--- config.mk ---
export PLATFORM = sky130hd
export DESIGN_NAME = data_mem_responder_flat
export DESIGN_NICKNAME = d
export VERILOG_FILES = /design/src/rtl/data_mem_responder_if.sv /design/src/rtl/data_mem_responder.sv /design/src/flat_wrapper.sv
export SDC_FILE = /design/constraint.sdc
export NUM_CORES = 2
export LEC_CHECK = 0
export ABC_AREA = 1
export CORE_MARGIN = 2
export CORE_UTILIZATION = 40
export CTS_CLUSTER_DIAMETER = 120
export DETAILED_ROUTE_END_ITERATION = 7
export HOLD_SLACK_MARGIN = 0.15
export PLACE_DENSITY_LB_ADDON = 0.08
export SYNTH_ARGS = -nofsm -noshare
export SYNTH_HDL_FRONTEND = slang
export SYNTH_SLANG_ARGS = --single-unit
--- constraint.sdc ---
create_clock -name clk -period 6.43 [get_ports clk]
set_clock_uncertainty 0.2 [all_clocks]
set_input_delay 0.9645 -clock clk [delete_from_list [all_inputs] [get_ports clk]]
set_output_delay 0.9645 -clock clk [all_outputs]
set_load 0.005 [all_outputs]
--- src/rtl/data_mem_responder_if.sv ---
// Request/response bus between a load/store requester and data_mem_responder.
// The requester drives the master side; the memory sits on the slave side.
interface data_mem_responder_if;
  logic        req_valid;
  logic        req_ready;
  logic        req_write;
  logic [31:0] req_addr;
  logic [31:0] req_wdata;
  logic [2:0]  req_funct3;
  logic        rsp_valid;
  logic        rsp_ready;
  logic [31:0] rsp_rdata;
  logic        rsp_error;

  modport master (
    output req_valid, req_write, req_addr, req_wdata, req_funct3, rsp_ready,
    input  req_ready, rsp_valid, rsp_rdata, rsp_error
  );

  modport slave (
    input  req_valid, req_write, req_addr, req_wdata, req_funct3, rsp_ready,
    output req_ready, rsp_valid, rsp_rdata, rsp_error
  );
endinterface

--- src/rtl/data_mem_responder.sv ---
// Word-organised data memory answering RV32I loads/stores after a fixed number
// of wait states, with size/alignment/range checking and a held response.
module data_mem_responder #(
  parameter int unsigned DEPTH_WORDS = 64,
  parameter int unsigned WAIT_CYCLES = 2
) (
  input logic                 clk,
  input logic                 reset,
  data_mem_responder_if.slave bus
);

  localparam int unsigned IdxW    = (DEPTH_WORDS > 1) ? $clog2(DEPTH_WORDS) : 1;
  localparam logic [3:0]  CntInit = (WAIT_CYCLES == 0) ? 4'd0 : 4'(WAIT_CYCLES - 1);

  typedef enum logic [1:0] {StIdle, StWait, StResp} state_e;

  state_e      state_q, state_d;
  logic [3:0]  cnt_q, cnt_d;
  logic        write_q, write_d;
  logic [31:0] addr_q, addr_d;
  logic [31:0] wdata_q, wdata_d;
  logic [2:0]  f3_q, f3_d;
  logic        rsp_valid_q, rsp_valid_d;
  logic [31:0] rdata_q, rdata_d;
  logic        err_q, err_d;
  logic [31:0] mem_q [DEPTH_WORDS];

  // With zero wait states the access happens on the accepting edge, so it
  // must be computed from the live bus rather than the latched copy.
  logic        acc_write;
  logic [31:0] acc_addr;
  logic [31:0] acc_wdata;
  logic [2:0]  acc_f3;
  logic [IdxW-1:0] acc_idx;
  logic [1:0]  lane;
  logic        in_range;
  logic        acc_err;
  logic [31:0] old_word;
  logic [31:0] shifted;
  logic [15:0] half;
  logic [3:0]  be;
  logic [31:0] wsh;
  logic [31:0] new_word;
  logic [31:0] load_val;
  logic        enter_resp;
  logic        mem_we;

  always_comb begin
    acc_write = (state_q == StIdle) ? bus.req_write  : write_q;
    acc_addr  = (state_q == StIdle) ? bus.req_addr   : addr_q;
    acc_wdata = (state_q == StIdle) ? bus.req_wdata  : wdata_q;
    acc_f3    = (state_q == StIdle) ? bus.req_funct3 : f3_q;
    acc_idx   = acc_addr[IdxW+1:2];
    lane      = acc_addr[1:0];
    in_range  = ({2'b00, acc_addr[31:2]} < 32'(DEPTH_WORDS));
  end

  always_comb begin
    acc_err = !in_range;
    if (acc_write) begin
      if (acc_f3 > 3'd2) acc_err = 1'b1;
    end else if (acc_f3 inside {3'd3, 3'd6, 3'd7}) begin
      acc_err = 1'b1;
    end
    if ((acc_f3 == 3'd1 || acc_f3 == 3'd5) && acc_addr[0]) acc_err = 1'b1;
    if (acc_f3 == 3'd2 && lane != 2'd0) acc_err = 1'b1;
  end

  always_comb begin
    old_word = mem_q[acc_idx];
    shifted  = old_word >> {lane, 3'b000};
    half     = acc_addr[1] ? old_word[31:16] : old_word[15:0];
    case (acc_f3[1:0])
      2'd0: begin
        be  = 4'b0001 << lane;
        wsh = {4{acc_wdata[7:0]}};
      end
      2'd1: begin
        be  = acc_addr[1] ? 4'b1100 : 4'b0011;
        wsh = {2{acc_wdata[15:0]}};
      end
      default: begin
        be  = 4'b1111;
        wsh = acc_wdata;
      end
    endcase
    for (int b = 0; b < 4; b++) begin
      new_word[8*b +: 8] = be[b] ? wsh[8*b +: 8] : old_word[8*b +: 8];
    end
    case (acc_f3)
      3'd0:    load_val = {{24{shifted[7]}}, shifted[7:0]};
      3'd1:    load_val = {{16{half[15]}}, half};
      3'd2:    load_val = old_word;
      3'd4:    load_val = {24'd0, shifted[7:0]};
      3'd5:    load_val = {16'd0, half};
      default: load_val = 32'd0;
    endcase
  end

  always_comb begin
    state_d     = state_q;
    cnt_d       = cnt_q;
    write_d     = write_q;
    addr_d      = addr_q;
    wdata_d     = wdata_q;
    f3_d        = f3_q;
    rsp_valid_d = rsp_valid_q;
    rdata_d     = rdata_q;
    err_d       = err_q;
    enter_resp  = 1'b0;
    unique case (state_q)
      StIdle: begin
        if (bus.req_valid) begin
          write_d = bus.req_write;
          addr_d  = bus.req_addr;
          wdata_d = bus.req_wdata;
          f3_d    = bus.req_funct3;
          cnt_d   = CntInit;
          if (WAIT_CYCLES == 0) begin
            state_d    = StResp;
            enter_resp = 1'b1;
          end else begin
            state_d = StWait;
          end
        end
      end
      StWait: begin
        if (cnt_q == 4'd0) begin
          state_d    = StResp;
          enter_resp = 1'b1;
        end else begin
          cnt_d = cnt_q - 4'd1;
        end
      end
      StResp: begin
        if (bus.rsp_ready) begin
          state_d     = StIdle;
          rsp_valid_d = 1'b0;
          rdata_d     = 32'd0;
          err_d       = 1'b0;
        end
      end
      default: state_d = StIdle;
    endcase
    if (enter_resp) begin
      rsp_valid_d = 1'b1;
      err_d       = acc_err;
      rdata_d     = (acc_write || acc_err) ? 32'd0 : load_val;
    end
    mem_we = enter_resp && acc_write && !acc_err;
  end

  always_ff @(posedge clk or negedge reset) begin
    if (!reset) begin
      state_q     <= StIdle;
      cnt_q       <= 4'd0;
      write_q     <= 1'b0;
      addr_q      <= 32'd0;
      wdata_q     <= 32'd0;
      f3_q        <= 3'd0;
      rsp_valid_q <= 1'b0;
      rdata_q     <= 32'd0;
      err_q       <= 1'b0;
      for (int i = 0; i < int'(DEPTH_WORDS); i++) mem_q[i] <= 32'd0;
    end else begin
      state_q     <= state_d;
      cnt_q       <= cnt_d;
      write_q     <= write_d;
      addr_q      <= addr_d;
      wdata_q     <= wdata_d;
      f3_q        <= f3_d;
      rsp_valid_q <= rsp_valid_d;
      rdata_q     <= rdata_d;
      err_q       <= err_d;
      if (mem_we) mem_q[acc_idx] <= new_word;
    end
  end

  // Gated with reset so the requester never sees ready while held in reset.
  assign bus.req_ready = (state_q == StIdle) && reset;
  assign bus.rsp_valid = rsp_valid_q;
  assign bus.rsp_rdata = rdata_q;
  assign bus.rsp_error = err_q;

endmodule

--- src/flat_wrapper.sv ---
// flat-port wrapper written by rule: the top's interface ports become plain ports
module data_mem_responder_flat 
#(
  parameter int unsigned DEPTH_WORDS = 64,
  parameter int unsigned WAIT_CYCLES = 2
)
  (clk, reset, bus_req_valid, bus_req_write, bus_req_addr, bus_req_wdata, bus_req_funct3, bus_rsp_ready, bus_req_ready, bus_rsp_valid, bus_rsp_rdata, bus_rsp_error);
  data_mem_responder_if bus_i ();
  input logic clk;
  input logic reset;
  input wire logic [$bits(bus_i.req_valid)-1:0] bus_req_valid;
  input wire logic [$bits(bus_i.req_write)-1:0] bus_req_write;
  input wire logic [$bits(bus_i.req_addr)-1:0] bus_req_addr;
  input wire logic [$bits(bus_i.req_wdata)-1:0] bus_req_wdata;
  input wire logic [$bits(bus_i.req_funct3)-1:0] bus_req_funct3;
  input wire logic [$bits(bus_i.rsp_ready)-1:0] bus_rsp_ready;
  output wire logic [$bits(bus_i.req_ready)-1:0] bus_req_ready;
  output wire logic [$bits(bus_i.rsp_valid)-1:0] bus_rsp_valid;
  output wire logic [$bits(bus_i.rsp_rdata)-1:0] bus_rsp_rdata;
  output wire logic [$bits(bus_i.rsp_error)-1:0] bus_rsp_error;
  assign bus_i.req_valid = bus_req_valid;
  assign bus_i.req_write = bus_req_write;
  assign bus_i.req_addr = bus_req_addr;
  assign bus_i.req_wdata = bus_req_wdata;
  assign bus_i.req_funct3 = bus_req_funct3;
  assign bus_i.rsp_ready = bus_rsp_ready;
  assign bus_req_ready = bus_i.req_ready;
  assign bus_rsp_valid = bus_i.rsp_valid;
  assign bus_rsp_rdata = bus_i.rsp_rdata;
  assign bus_rsp_error = bus_i.rsp_error;
  data_mem_responder #(.DEPTH_WORDS(DEPTH_WORDS), .WAIT_CYCLES(WAIT_CYCLES)) u_core (.clk(clk), .reset(reset), .bus(bus_i));
endmodule
==> flow_summary.rst <==
Flow metrics
------------

.. list-table::
   :header-rows: 1

   * - Metric
     - Value
   * - Outcome
     - finished, final reports clean
   * - Worst-case register-to-register setup slack
     - about 0.52 ns
   * - Final setup viols
     - 0
   * - Buffers and inverters on the worst path
     - 3
   * - Startpoint of the worst setup timing path
     - u_core.state_q[1]$_DFFE_PN0P_
   * - Post-synth ARST share
     - 1.00
   * - Leading cell kind
     - flip-flops and latches
   * - Worst Tran Pin Value
     - 1.39 ns
   * - Total standard cell area after synthesis
     - approximately 0.11 sq mm
   * - Minimum period implied by the final worst setup slack
     - 5.91 ns
   * - Reg2Reg Launch Point
     - u_core.state_q[1]$_DFFE_PN0P_
   * - Dominant combinational family
     - simple AND/OR/NAND/NOR gates
   * - Vias in the first global route
     - between 80000 and 90000
   * - Final Slew Violations
     - 0
   * - Cell chosen for the clock root
     - clkbuf_16
   * - Count of library flops with an enable pin
     - 0
   * - Total of buffers placed on input and output ports
     - between 100 and 150
   * - GRT Util Overall
     - 0.308
   * - N_diodes
     - 5
   * - Clock-cell share
     - 0.0724
   * - Largest delay contributor family on the critical path
     - simple AND/OR/NAND/NOR gates
   * - AND/OR/NAND/NOR Cells, Area Fraction
     - 0.210
   * - Total stage count of the critical path
     - 12
   * - Well-tap cell count
     - roughly 3500
   * - Row count
     - around 190
   * - Top-Level Pins
     - about 110
   * - Top cell excl fill/tap
     - nand2_1
   * - Filler instances
     - about 26000
   * - Standard cell with the maximum stage delay on the critical path
     - o32ai_1
   * - Pin count of the biggest net entering global routing
     - ~180
   * - Sequential cells
     - between 2000 and 2500
   * - Global-route wire length before repair
     - between 600000 and 700000 um
   * - Layout cell share with drive strength beyond 1
     - 0.132
   * - Ratio of final minimum period to clock period
     - 0.920
   * - Critical Path Sink Type
     - register
   * - Clock tree from TritonCTS
     - done
## synth_stat cells (3+ instances only)
cell type	instances	share of area
a21oi_1	76	0.0036
o211ai_1	57	0.0040
nand2_2	14	0.00082
nor3_2	8	0.00075
buf_6	10	0.0011
o21ai_4	7	0.0011
nand3_1	209	0.0098
nor2_4	22	0.0023
or2_2	6	0.00035
o21ai_2	26	0.0021
clkinv_1	3	0.00011
o21ai_0	2021	0.095
nand2_1	5151	0.18
nor2_2	21	0.0012
o21ai_1	268	0.013
buf_1	68	0.0024
nor4_1	11	0.00065
buf_2	453	0.021
nand4_1	10	0.00059
nor2_1	330	0.012
clkbuf_2	18	0.00085
mux2_2	756	0.080
clkbuf_1	347	0.012
inv_2	13	0.00046
dfrtp_1	2156	0.51
a211oi_1	6	0.00042
inv_1	1129	0.040
buf_4	48	0.0034
## timing repair
item | CTS | global route
endpoints found under the hold margin | 11 | 0
resized | 0 | 0
hold buffers | 1 | 0
endpoints found under the setup margin | 0 | 0
## through the flow
| stage | cell area, sq um | util | hold slack [ns] | instances | setup WS [ns] |
|---|---|---|---|---|---|
| global route | 121000 | 0.457 | 0.301 | 16800 | 0.360 |
| global placement | 112000 | 0.424 | 0.261 | 16400 | 0.291 |
| finish | 121000 | 0.458 | 0.279 | 16800 | 0.515 |
| detailed placement | 112000 | 0.424 | 0.265 | 16400 | 0.436 |
| floorplan | 106000 | - | 0.248 | 13300 | 3.13 |
| CTS | 121000 | 0.457 | 0.281 | 16800 | 0.660 |
## worst register-to-register path, delay by kind of cell, from the launching register on
kind / cells / cell delay (ns)
AND/OR/NAND/NOR: 6 / 1.91
flip-flops: 1 / 0.47
multiplexers: 1 / 0.42
buffers and inverters: 3 / 1.58
AND-OR/OR-AND: 2 / 1.19
Fig. 1: the metal 1 layer
Supply wires on this layer in gray.
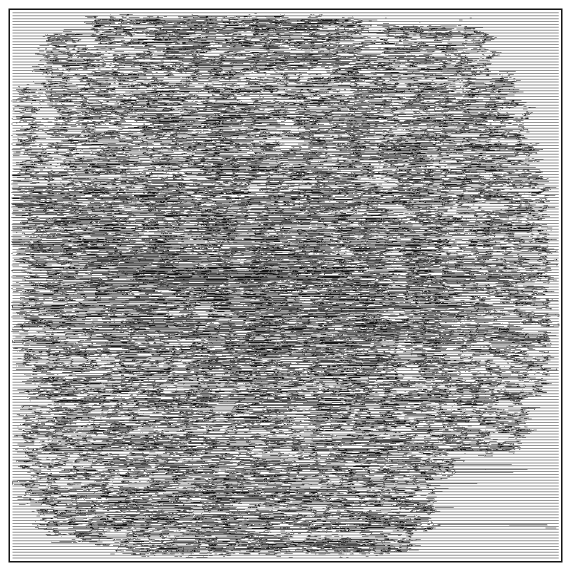
The longest straight run is 160 um. The layer holds 45% of the routed length.
met1 Use GR: 0.438
WL final: 423000 um

Fig. 2: the metal 2 layer
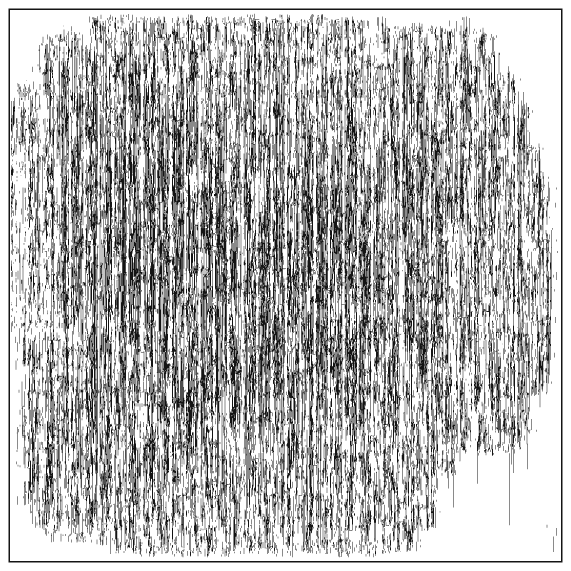
The layer carries 183 mm of wire. 9820 nets have wire on it. The layer holds 43% of the routed length.

